--- config.mk ---
export PLATFORM = sky130hd
export DESIGN_NAME = twos_to_signmag_serial
export DESIGN_NICKNAME = d
export VERILOG_FILES = /design/src/rtl/twos_to_signmag_serial.sv
export SDC_FILE = /design/constraint.sdc
export NUM_CORES = 1
export LEC_CHECK = 0
export CORE_AREA = 5 5 50 73
export DETAILED_ROUTE_END_ITERATION = 6
export DIE_AREA = 0 0 55 78
export GPL_TIMING_DRIVEN = 0
export PLACE_DENSITY_LB_ADDON = 0.08
export SYNTH_ARGS = -nofsm -noshare
export SYNTH_HDL_FRONTEND = slang
export SYNTH_SLANG_ARGS = --single-unit
--- constraint.sdc ---
create_clock -name clk -period 1.6 [get_ports clk]
set_input_delay 0.24 -clock clk [delete_from_list [all_inputs] [get_ports clk]]
set_output_delay 0.24 -clock clk [all_outputs]
set_load 0.005 [all_outputs]
--- src/rtl/twos_to_signmag_serial.sv ---
// Bit-serial two's-complement to sign-magnitude converter.
// One operand bit per clock, LSB first, using copy-through-first-1 then invert.
module twos_to_signmag_serial #(
   parameter int WIDTH = 8
) (
   input  logic             clk,
   input  logic             rst_n,
   input  logic             in_valid,
   output logic             in_ready,
   input  logic [WIDTH-1:0] in_data,
   output logic             out_valid,
   input  logic             out_ready,
   output logic             out_sign,
   output logic [WIDTH-1:0] out_mag,
   output logic             busy
);

   localparam int CW = (WIDTH > 1) ? $clog2(WIDTH) : 1;
   localparam logic [CW-1:0] LAST = CW'(WIDTH - 1);

   typedef enum logic [1:0] {IDLE, SHIFT, DONE} state_t;

   state_t           state;
   logic [WIDTH-1:0] operand;
   logic [WIDTH-1:0] result;
   logic [CW-1:0]    cnt;
   logic             sign;
   logic             seen_one;

   logic             res_bit;
   logic [WIDTH-1:0] result_nxt;

   // Negative operands pass bits through up to and including the first 1,
   // then invert the rest; positive operands pass through unchanged.
   always_comb begin
      res_bit    = sign ? (operand[0] ^ seen_one) : operand[0];
      result_nxt = {res_bit, result[WIDTH-1:1]};
   end

   assign in_ready  = (state == IDLE);
   assign out_valid = (state == DONE);
   assign busy      = (state == SHIFT);

   always_ff @(posedge clk or negedge rst_n) begin
      if (!rst_n) begin
         state    <= IDLE;
         operand  <= '0;
         result   <= '0;
         cnt      <= '0;
         sign     <= 1'b0;
         seen_one <= 1'b0;
         out_sign <= 1'b0;
         out_mag  <= '0;
      end else begin
         case (state)
            IDLE: begin
               if (in_valid) begin
                  operand  <= in_data;
                  sign     <= in_data[WIDTH-1];
                  seen_one <= 1'b0;
                  cnt      <= '0;
                  state    <= SHIFT;
               end
            end
            SHIFT: begin
               operand  <= operand >> 1;
               result   <= result_nxt;
               seen_one <= seen_one | operand[0];
               if (cnt == LAST) begin
                  out_mag  <= result_nxt;
                  out_sign <= sign;
                  cnt      <= '0;
                  state    <= DONE;
               end else begin
                  cnt <= cnt + 1'b1;
               end
            end
            DONE: begin
               // Handshake edge only returns to IDLE; a new accept needs another edge.
               if (out_ready) state <= IDLE;
            end
            default: state <= IDLE;
         endcase
      end
   end

endmodule

**Run 1: cell classes on the final placement**

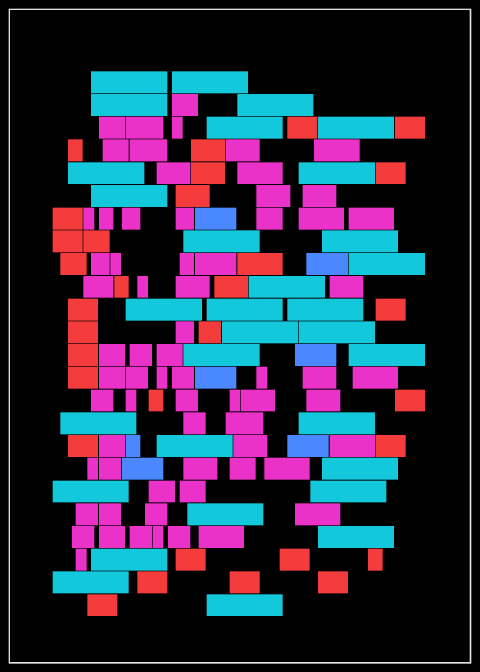
[magenta] all other logic | cells: 67 | share of their area: 34%
[blue] clock drivers and dummy loads | cells: 7 | share of their area: 5.0%
[red] other buffers and delay cells | cells: 31 | share of their area: 17%
[cyan] flip-flops | cells: 31 | share of their area: 44%

**Run 1: clock distribution**

The bar under the picture is 20 µm long.
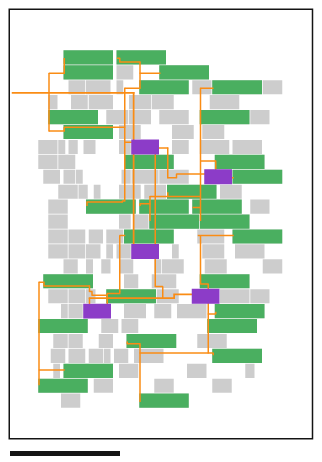
[green] flip-flops | count: 31
[orange] clock wires | length: 372 µm
[purple] cells driving clock nets | count: 5
routed clock nets: 6

**Run 1: clock nets**

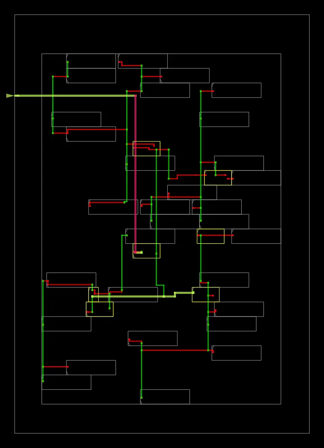
clock skew: 7.07 ps
Skew-Pair Late Insertion Delay: 270 ps
seq_cells: 31
Num Clock Sinks: 31

==> flow_summary_export.csv, run 1 <==
group,metric,value,unit
flow_run,maxCapViolCount,0,
clocking,clkTransAtPathRegs,60,ps
placement,dpl_worst_slack,-267,ps
cells_and_area,reg_top3,"operand: 8 flops, out_mag: 8 flops, result: 7 flops",
floorplanning,num_tap_cells,39,
timing,finalMaxSlewViolations,0,
run_status,violations,"hold timing",
global_routing,met1_usage,17.6,%
pwr,power.leakage,0.840,nW
placement,hpwlAfterDp,1.82,mm
yosys,avgSynthCellArea,13.8,µm²
clocking,h-tree-depth,2,
timing,finalCritPeriodShare,94.8,%
drt,routed_wl,2.57,mm
pwr,top_power_group,"combinational logic",
global_routing,grt_max_degree,32,
yosys,syn_area,0.00145,mm²
critical_path,cp_slowest_cell,"dfrtp_1",
yosys,edf_count,0,
critical_path,crit_fanout,10,
yosys,common_cells,"dfrtp_1 (31), inv_1 (9), mux2_2 (9), mux2_4 (9), nor3b_1 (7)",
critical_path,path_delay_family,"adder cells",
yosys,async_reset_ff_share,100,%
drt,route.met3.wl,118,µm
critical_path,crit_path_frequent_cell,"ha_1",
clocking,cts_hold_buf,0,
pwr,power,3.49,mW
cells_and_area,lay_top_cells,"dfrtp_1 (31), clkdlybuf4s50_1 (19), inv_1 (9), mux2_4 (9), mux2_2 (9)",
run_status,status,"finished with violations",
timing,max_freq,659,MHz
pwr,pwr-share-clk,17.1,%
cells_and_area,largest_class,"flip-flops and latches",
timing,finalSetupViolCount,0,
critical_path,cp_data_arrival_time,1670,ps
drt,final_antenna_net_count,0,
flow_run,warnings,26,
yosys,yosys.cell_count.top_type,"dfrtp_1",
yosys,top_cells_by_area,"dfrtp_1 (54%), mux2_4 (9.4%), mux2_2 (7.0%)",
critical_path,crit_type,"flop to flop",
clocking,cts_tree,"built",
pwr,pwr-share-comb,42.8,%
drt,highest_layer,"met4",
timing,fin_tns_setup,0,ps
drt,wl_per_cell,14.7,µm
clocking,cts_buffers,5,
timing,final.min_clock_period,1520,ps
pwr,pg_clk,595,µW
drt,vias_per_cell,5.25,
critical_path,endpoint,"out_sign",
global_routing,antenna_found_initial,0,
critical_path,reg2reg_depth,5,
pwr,p_int,2.44,mW
timing,hold_violations,3,
yosys,xor_area_share,0,%
yosys,synth.area.mux_share,16.4,%
timing,rsz0062_at_grt,"false",
drt,drt-pass1-iter-count,4,
yosys,yosysTopAreaCell,"dfrtp_1",
pwr,p_seq,1.40,mW
cells_and_area,logic_area,557,µm²
cells_and_area,layout.cells.non_filler,175,
timing,slew_headroom,55.6,%
cells_and_area,num-nonclk-buffers,31,
cells_and_area,n_clock_buffer,6,
yosys,floorplan.nets,120,
cells_and_area,n_all_inverters,10,
drt,m1WireLength,1.02,mm
critical_path,r2r_slack,80,ps
timing,whs,-1.03,ps
critical_path,critPathLaunch,"cnt[0]",
global_routing,track_usage,15.1,%
floorplanning,die_area,0.00429,mm²
yosys,yosysSeqAreaShare,53.7,%
timing,fin_ws,83.7,ps
clocking,post-cts-setup-buffer-count,1,
cells_and_area,clk_share,4.85,%
**Run 1: sequential cells coloured by netlist name**

Other sequential cells in the stronger grey, the rest of the logic in the fainter grey.
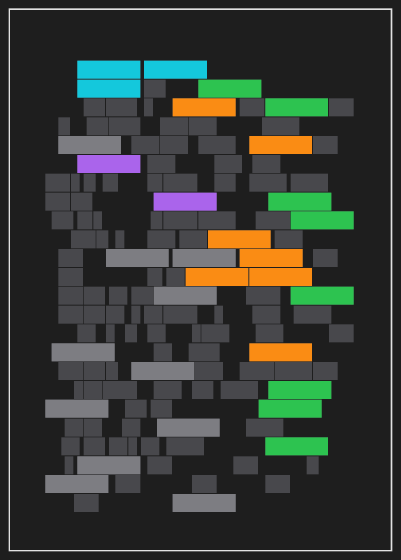

==> run 2, diff against run 1 <==
Settings changed: CORE_AREA 5 5 50 73 to 5 5 61 57, DIE_AREA 0 0 55 78 to 0 0 66 62, DONT_BUFFER_PORTS set to 1.
**Run 2: sequential cells coloured by netlist name**

Other sequential cells in the stronger grey, the rest of the logic in the fainter grey.
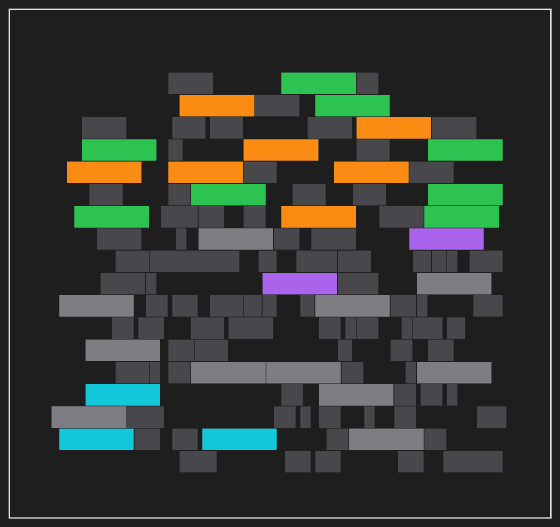
[purple] `state` | flops: 2
[orange] `result` | flops: 7
[cyan] `cnt` | flops: 3
[green] `out_mag` | flops: 8
not coloured: 11

**Run 2: logic cells by family**

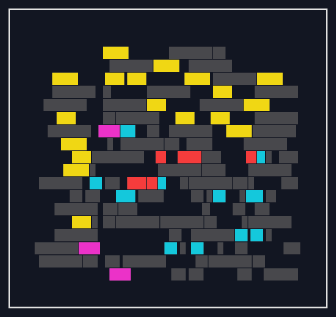
[cyan] inverting AOI/OAI gates | cells: 11
[red] NAND gates | cells: 5 | where: centre
[yellow] multiplexers | cells: 18
[magenta] adder and majority cells | cells: 3
Finished Layout Cells: 156
most frequent logic cell in the layout: dfrtp_1

**Run 2: clock distribution**

The bar under the picture is 20 µm long.
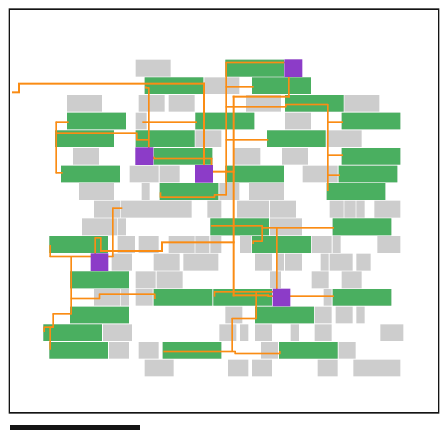
[orange] clock wires | length: 413 µm
[purple] cells driving clock nets | count: 5
[green] flip-flops | count: 31
routed clock nets: 6
clk pwr: 645 µW
Clock power frac: 19.8%

==> run 2 against run 1 <==
  * The flow now finishes without violations
  * Final area down 10%
  * Combinational power down 19%
  * First-iteration DRC count up 150%
  * Critical path type unchanged
  * Clock power up 8.4%
  * Global-route usage down 0.26 points
  * Clock skew up 6.1 ps
  * Cell count down 11%
  * Power down 6.4%
  * Clock-buffer cell count unchanged
  * Register-to-register slack worse by 20 ps
  * Critical path depth unchanged
==> flow_summary_export.csv, run 2 <==
group,metric,value,unit
floorplanning,die_area,0.00409,mm²
cells_and_area,lay_top_cells,"dfrtp_1 (31), inv_1 (9), mux2_4 (9), mux2_2 (9), nor3b_1 (7)",
timing,rsz0062_at_grt,"false",
critical_path,reg2reg_depth,5,
yosys,floorplan.nets,120,
cells_and_area,largest_class,"flip-flops and latches",
timing,finalSetupViolCount,0,
cells_and_area,num-nonclk-buffers,10,
yosys,edf_count,0,
timing,max_freq,651,MHz
cells_and_area,design.seq.count,31,
drt,drt-pass1-iter-count,4,
critical_path,critPathLaunch,"cnt[0]",
timing,whs,35.4,ps
timing,fin_ws,63.7,ps
pwr,pwr-share-comb,36.9,%
clocking,cts_buffers,5,
yosys,top_cells_by_area,"dfrtp_1 (54%), mux2_4 (9.4%), mux2_2 (7.0%)",
clocking,cts_hold_buf,3,
critical_path,cp_slowest_cell,"dfrtp_1",
timing,hold_violations,0,
timing,slew_headroom,79.7,%
critical_path,cp_data_arrival_time,1760,ps
yosys,xor_area_share,0,%
drt,route.met3.wl,243,µm
global_routing,met1_usage,18.3,%
global_routing,grt_max_degree,32,
timing,skew,13.2,ps
timing,fin_tns_setup,0,ps
critical_path,crit_path_frequent_cell,"ha_1",
drt,routed_wl,2.50,mm
run_status,status,"completed",
pwr,p_seq,1.41,mW
floorplanning,num_tap_cells,40,
pwr,power,3.26,mW
placement,dpl_worst_slack,65.3,ps
flow_run,maxCapViolCount,0,
critical_path,crit_fanout,10,
yosys,synth.area.mux_share,16.4,%
cells_and_area,clk_share,5.31,%
placement,hpwlAfterDp,1.64,mm
**Run 2: clock nets**

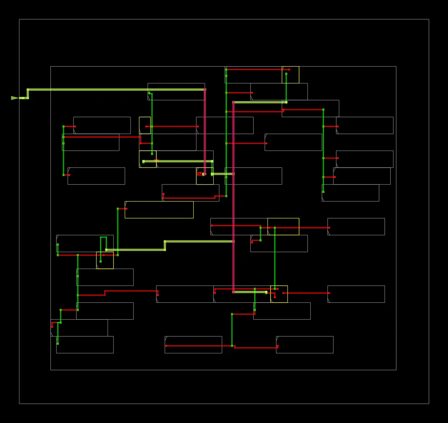

==> run 3, diff against run 2 <==
Settings changed: CORE_AREA 5 5 61 57 to 3 3 59 55, DIE_AREA 0 0 66 62 to 0 0 62 58, REMOVE_ABC_BUFFERS set to 1.
**Run 3: clock nets**

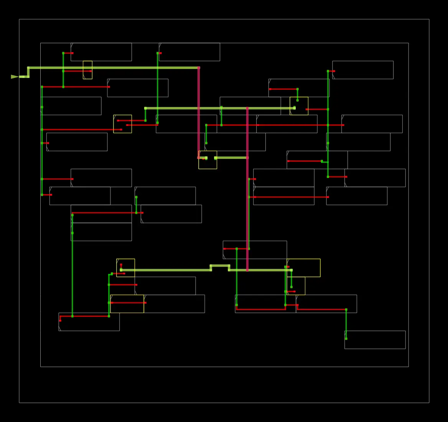
Inserted Clock Buffers: 5
CLK BUF: 8
Skew-Pair Late Insertion Delay: 330 ps

**Run 3: clock distribution**

The bar under the picture is 20 µm long.
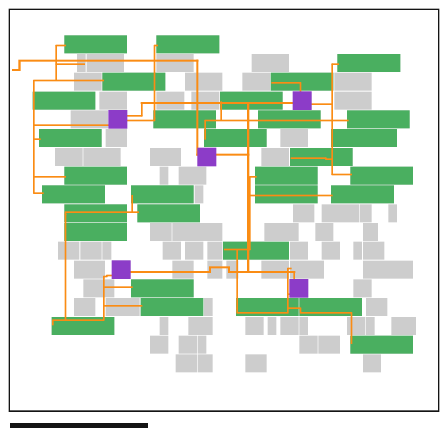
[purple] cells driving clock nets | count: 5
[green] flip-flops | count: 31
[orange] clock wires | length: 386 µm
routed clock nets: 6
clk pwr: 508 µW
Clock power frac: 16.9%

**Run 3: cell classes on the final placement**

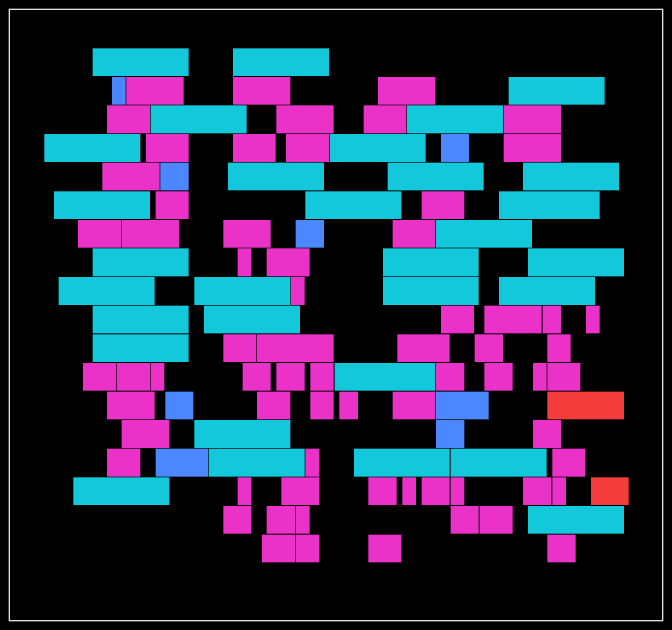
[blue] clock drivers and dummy loads | cells: 8 | share of their area: 4.6%
[red] other buffers and delay cells | cells: 2 | share of their area: 2.0%
[cyan] flip-flops | cells: 31 | share of their area: 52%
[magenta] all other logic | cells: 67 | share of their area: 41%
flop share of the area: 50.7%
core area: 0.00273 mm²
design area: 0.00154 mm²
num rows: 18
Final Core Density: 56.3%

==> run 3 against run 2 <==
  * Non-clock buffer count decreased by 8
  * First-iteration DRC count fell by 27%
  * Largest power group unchanged
  * Sequential share of layout area rose by 3.0 points
  * Largest cell class unchanged
  * Register-to-register slack better by 50 ps
==> flow_summary_export.csv, run 3 <==
group,metric,value,unit
drt,wl_per_cell,16.1,µm
cells_and_area,lay_top_cells,"dfrtp_1 (29), inv_1 (9), mux2_4 (9), mux2_2 (9), nor3b_1 (7)",
pwr,top_power_group,"sequential cells",
cells_and_area,layout.cells.non_filler,148,
run_status,status,"completed",
placement,dpl_worst_slack,-137,ps
critical_path,crit_fanout,10,
yosys,async_reset_ff_share,100,%
global_routing,grt_max_degree,32,
yosys,yosys.cell_count.top_type,"dfrtp_1",
critical_path,crit_type,"flop to flop",
pwr,p_seq,1.49,mW
critical_path,cp_slowest_cell,"dfrtp_1",
cells_and_area,logic_area,566,µm²
critical_path,endpoint,"out_mag[7]",
cells_and_area,layout_top_cell,"dfrtp_1",
timing,max_freq,674,MHz
cells_and_area,design.seq.count,31,
critical_path,path_delay_family,"adder cells",
drt,vias_per_cell,5.45,
yosys,xor_area_share,0,%
cells_and_area,reg_top3,"operand: 8 flops, out_mag: 8 flops, result: 7 flops",
floorplanning,die_area,0.00360,mm²
timing,skew,5.32,ps
timing,fin_tns_setup,0,ps
drt,drt-pass1-iter-count,4,
cells_and_area,num-nonclk-buffers,2,
timing,rsz0062_at_grt,"false",
timing,hold_violations,0,
yosys,avgSynthCellArea,13.8,µm²
global_routing,track_usage,16.2,%
pwr,power,3.01,mW
drt,routed_wl,2.38,mm
global_routing,antenna_found_initial,0,
timing,slew_headroom,65.8,%
clocking,cts_hold_buf,2,
placement,hpwlAfterDp,1.60,mm
drt,route.met3.wl,183,µm
pwr,pwr-share-comb,33.6,%
global_routing,met1_usage,20.7,%
timing,final.min_clock_period,1480,ps
yosys,common_cells,"dfrtp_1 (31), inv_1 (9), mux2_2 (9), mux2_4 (9), nor3b_1 (7)",
floorplanning,num_tap_cells,40,
yosys,syn_area,0.00145,mm²
clocking,clock-sinks,31,
yosys,top_cells_by_area,"dfrtp_1 (54%), mux2_4 (9.4%), mux2_2 (7.0%)",
Power figures rest on the tool's default switching activity, not on a simulated workload.
